wires.png
Only two layers are drawn.
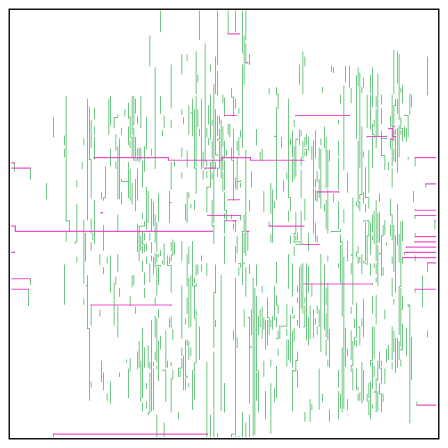
layer_met1.png
Scale bar: 20 um. Supply wires on this layer in gray.
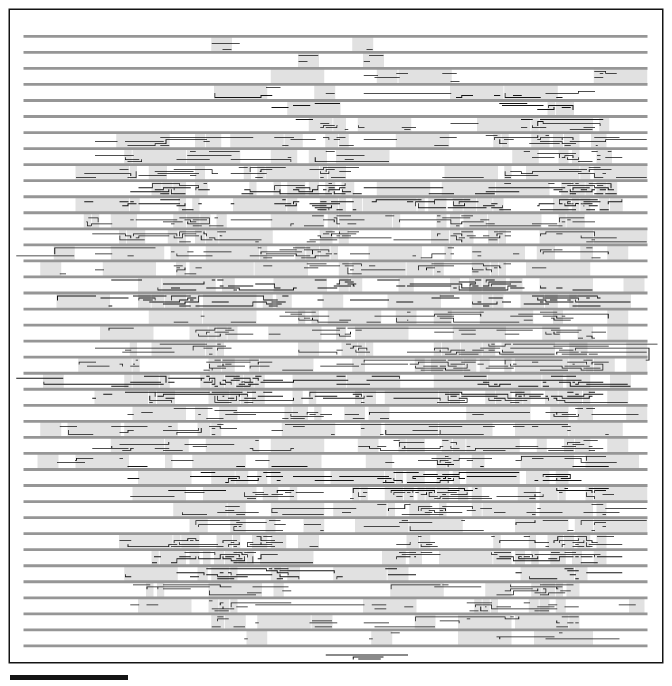
io_fan.png
Scale bar: 20 um.
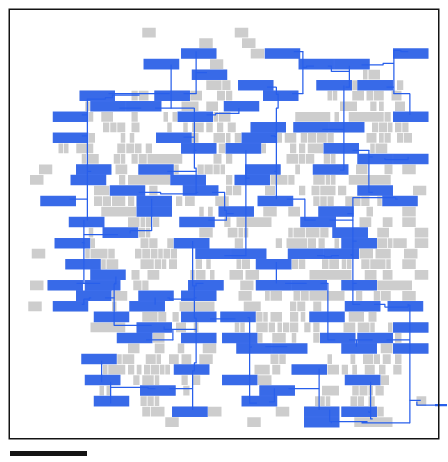
<file path="config.mk">
export PLATFORM = sky130hd
export DESIGN_NAME = key_event_capture
export DESIGN_NICKNAME = d
export VERILOG_FILES = /design/src/rtl/key_event_capture.sv
export SDC_FILE = /design/constraint.sdc
export NUM_CORES = 1
export LEC_CHECK = 0
export CAP_MARGIN = 40
export CORE_MARGIN = 2
export CORE_UTILIZATION = 39
export DETAILED_ROUTE_END_ITERATION = 6
export PLACE_DENSITY = 0.65
export SETUP_SLACK_MARGIN = 0.5
export SKIP_CTS_REPAIR_TIMING = 1
export SLEW_MARGIN = 20
export SYNTH_ARGS = -nofsm -noshare
export SYNTH_HDL_FRONTEND = slang
export SYNTH_SLANG_ARGS = --single-unit
</file>
<file path="constraint.sdc">
create_clock -name clk -period 4.4 [get_ports clk]
set_input_delay 1.1 -clock clk [delete_from_list [all_inputs] [get_ports clk]]
set_output_delay 1.1 -clock clk [all_outputs]
set_load 0.01 [all_outputs]
</file>
<file path="src/rtl/key_event_capture.sv">
// Eight-channel request front end: two-flop synchroniser, per-channel debounce,
// sticky pending/overrun flags on debounced rising edges, acknowledged by index.
module key_event_capture #(
  parameter int unsigned DEB_CYCLES = 4
) (
  input  logic       clk,
  input  logic       rst_n,
  input  logic [7:0] btn,
  input  logic       ack,
  input  logic [2:0] ack_idx,
  output logic [7:0] stable,
  output logic [7:0] pend,
  output logic [7:0] ovr,
  output logic       irq
);

  localparam logic [7:0] CNT_MAX = 8'(DEB_CYCLES - 1);

  logic [7:0]       s1_q, s2_q;
  logic [7:0][7:0]  cnt_q, cnt_d;
  logic [7:0]       stable_q, stable_d;
  logic [7:0]       pend_q, pend_d;
  logic [7:0]       ovr_q, ovr_d;

  always_comb begin
    // NOTE: every always_comb output gets a default first, so no path leaves a latch.
    cnt_d    = cnt_q;
    stable_d = stable_q;
    pend_d   = pend_q;
    ovr_d    = ovr_q;
    for (int k = 0; k < 8; k++) begin
      logic accept, rise, clr;
      accept = (s2_q[k] != stable_q[k]) && (cnt_q[k] == CNT_MAX);
      // Rise comes straight from the accept so the event lands with the level.
      rise   = accept && s2_q[k];
      clr    = ack && (ack_idx == 3'(k));

      if (s2_q[k] == stable_q[k]) begin
        cnt_d[k] = '0;
      end else if (accept) begin
        stable_d[k] = s2_q[k];
        cnt_d[k]    = '0;
      end else begin
        cnt_d[k] = cnt_q[k] + 8'd1;
      end

      if (rise && clr) begin
        pend_d[k] = 1'b1;
        ovr_d[k]  = 1'b0;
      end else if (rise) begin
        pend_d[k] = 1'b1;
        if (pend_q[k]) ovr_d[k] = 1'b1;
      end else if (clr) begin
        pend_d[k] = 1'b0;
        ovr_d[k]  = 1'b0;
      end
    end
  end

  // NOTE: sequential state uses non-blocking assignments only; the counters are
  // few enough to reset, which makes reset-release latency deterministic.
  always_ff @(posedge clk or negedge rst_n) begin
    if (!rst_n) begin
      s1_q     <= '0;
      s2_q     <= '0;
      cnt_q    <= '0;
      stable_q <= '0;
      pend_q   <= '0;
      ovr_q    <= '0;
    end else begin
      s1_q     <= btn;
      s2_q     <= s1_q;
      cnt_q    <= cnt_d;
      stable_q <= stable_d;
      pend_q   <= pend_d;
      ovr_q    <= ovr_d;
    end
  end

  assign stable = stable_q;
  assign pend   = pend_q;
  assign ovr    = ovr_q;
  assign irq    = |pend_q;

endmodule

</file>
==> notes.md <==
Implementation results

The commonest non-fill, non-tap cell in the layout is dfrtp_1. The largest individual stage delay along the critical path comes from the cell clkdlybuf4s50_1. The total combinational power is 741 uW. The worst hold path belongs to the class flip-flop to flip-flop. Summed over all cells, the static leakage comes to 2.21 nW. OpenSTA, run right after detailed placement, puts the worst setup slack at 1.72 ns.

The final instance count without filler cells is 601. The main logic family after synthesis is simple AND/OR/NAND/NOR gates. The global-route wire length before repair is 14600 um. Grouping stages by cell kind, the critical path spends the most delay in buffers and inverters. The later pin in the worst-skew pair is clocked with a latency of 0.34 ns.

The clock passes through at most 2 buffers. The data arrival time of the critical path is 1.64 ns. The number of nets at floorplan is 430.

The worst slew slack as a fraction of its limit is 58.4%. Per the detail_route report, DRC violations left total 0. The H-tree depth is 3.

The die is 111 um tall. The main flop type after synthesis is dfrtp_1. Per the detail_route log, met2 wirelength is 4090 um. The delay of the slowest cell on the worst path is 0.50 ns. TritonCTS built the clock tree. The required time at the worst endpoint is listed as 3.30 ns. In this run the cell area of the synthesized design comes to 0.00443 mm^2.

In this run the horizontal extent of the chip is 111 um. The routed length on met3 is 334 um. The routability congestion estimate from global placement is 0.777. Per the post-run analysis, buffers plus inverters along the critical path come to 1. The top power consumer group is sequential cells. STA classifies the critical path startpoint as a flip-flop. The number of antenna violations at the first check in global routing is 0. Per the Yosys statistics, synthesis produced 408 cells. The fraction of cell area in sequential cells is reported as 48.8%. Global routing consumed, on the met1 layer, 18.2% of the routing resources. The clock distribution area overhead in the final layout is 6.07%. Leaving out fill and tap cells, the most frequent cells in the layout are 104 x dfrtp_1, 37 x nor2_1, 37 x clkdlybuf4s50_1. Counting I/O delays and the setup requirement, the final critical path takes 2.74 ns. Per the detail_route report, vias per standard cell equal 5.32. The total number of vias is 3200. After layout, the setup clock skew is reported as 0.00658 ns.

The share of the synthesized area in the top cell type is 58.8%. Counting flops per register, the top entry is cnt_q. The number of ordinary and repair buffers in the finished layout is 40.

The simple-gate share of the synthesized area is 20.4%. The number of enable flip-flop cells is 0. The tree built by TritonCTS fans out to 104 sinks. Routing resource usage on met3 recorded by global route was 4.50%. The number of multi-input combinational cells in the layout is 294. Per the synthesis report, the adder-cell share of the synthesized area is 2.26%.

The flip-flop count of the largest register, all copies and words added is 64. The switching part of the total is 29.5%. The clock network power share is 30.0%.

Per the synth log, the flip-flop and latch total comes to 104. The number of warnings printed during yosys synthesis is 0. The area taken by multi-input logic gates is 0.00179 mm^2. In this run the worst setup path terminates at irq. The total power of the final layout is 2.92 mW.

Dividing the detail-routed wire length by the instance count gives 14.4 um. Yosys attributes the largest share of cell area to dfrtp_1 59%, o21ai_0 3.6%, nand3_1 3.4%, a21oi_1 3.2%, xor2_1 3.2%. Fill cells in the final layout number 1013.

The start-to-end type of the worst setup path is flip-flop to primary output. The mean instance size in the synthesized netlist is 10.8 um^2. Hold analysis lists the worst path endpoint as s2_q[7]. The share of the clock period used by the worst path is 62.4%. The met2 usage in global routing is 24.3%. The final layout contains 480 nets. The power density over cell area is 547 mW/mm^2. The final max-slew violation count recorded for this run is 0. The via count of the first global-routing pass came to 3121. The number of tap cells inserted is 140.

The uppermost layer routed is met4. Per the synthesis report, the AND-OR/OR-AND share of the synthesized area is 10.2%. The aggregate negative setup slack is 0 ns. The source of the worst register-to-register timing path is cnt_q[42]. The number of maximum-capacitance violations is 0. Note, the detailed placer reported a final HPWL of 6220 um. The inverter tally of the final layout excluding the clock network is 9.

STA shows the worst reg2reg path with a cell count of 3. The slack of the worst reg-to-reg path is 2.60 ns. The largest vdd supply drop is 0.417 mV. In the post-route analysis, the smallest setup slack over all paths is 1.66 ns. Counting instances in the post-synthesis netlist gives the leading cell types as 104 x dfrtp_1, 37 x nor2_1, 36 x nand2_1. Buffers inserted during clock tree synthesis total 9. The count of nets left with antenna violations after detail routing is 0. The signed area change from the synthesized netlist to the final layout is 20.5%.

In the final report, the number of endpoints failing setup comes to 0. The flow reports that combinational logic draws 25.4% of the design power. The number of placement rows is 38. The synthesized netlist cell count is 408. The worst hold margin is 0.348 ns. 39 I/O pins were placed.

The flow ran to the end, and the final reports show no timing, DRC or antenna violations. The type of element capturing the critical path is a primary output. Per report_power, the sequential group accounts for 44.5% of the total. The share of layout cells above drive strength 1 is 6.29%. There are 104 flip-flops and latches. The core region is 0.0109 mm^2. Walking the critical path from launch to capture passes 3 cell instances.

The count of final hold-check violations is 0. The transition time recorded at the tightest slew-check pin is 0.620 ns. Per the OpenROAD floorplan log, the area of the die is 0.0122 mm^2. Entering global routing, the biggest net connects 46 pins.
Back to the opening pictures, wires.png:
[metal 2] green | wire length: 4090 um
[metal 3] magenta | wire length: 335 um

Back to the opening pictures, layer_met1.png:
wire length on this layer: 3970 um
longest straight run: 47.8 um

Back to the opening pictures, io_fan.png:
[`rst_n`] blue | bits: 1 | direction: input | edge: right | end cells: 104 | buffers: 3 | wire: 817 um

Power figures rest on the tool's default switching activity, not on a simulated workload.
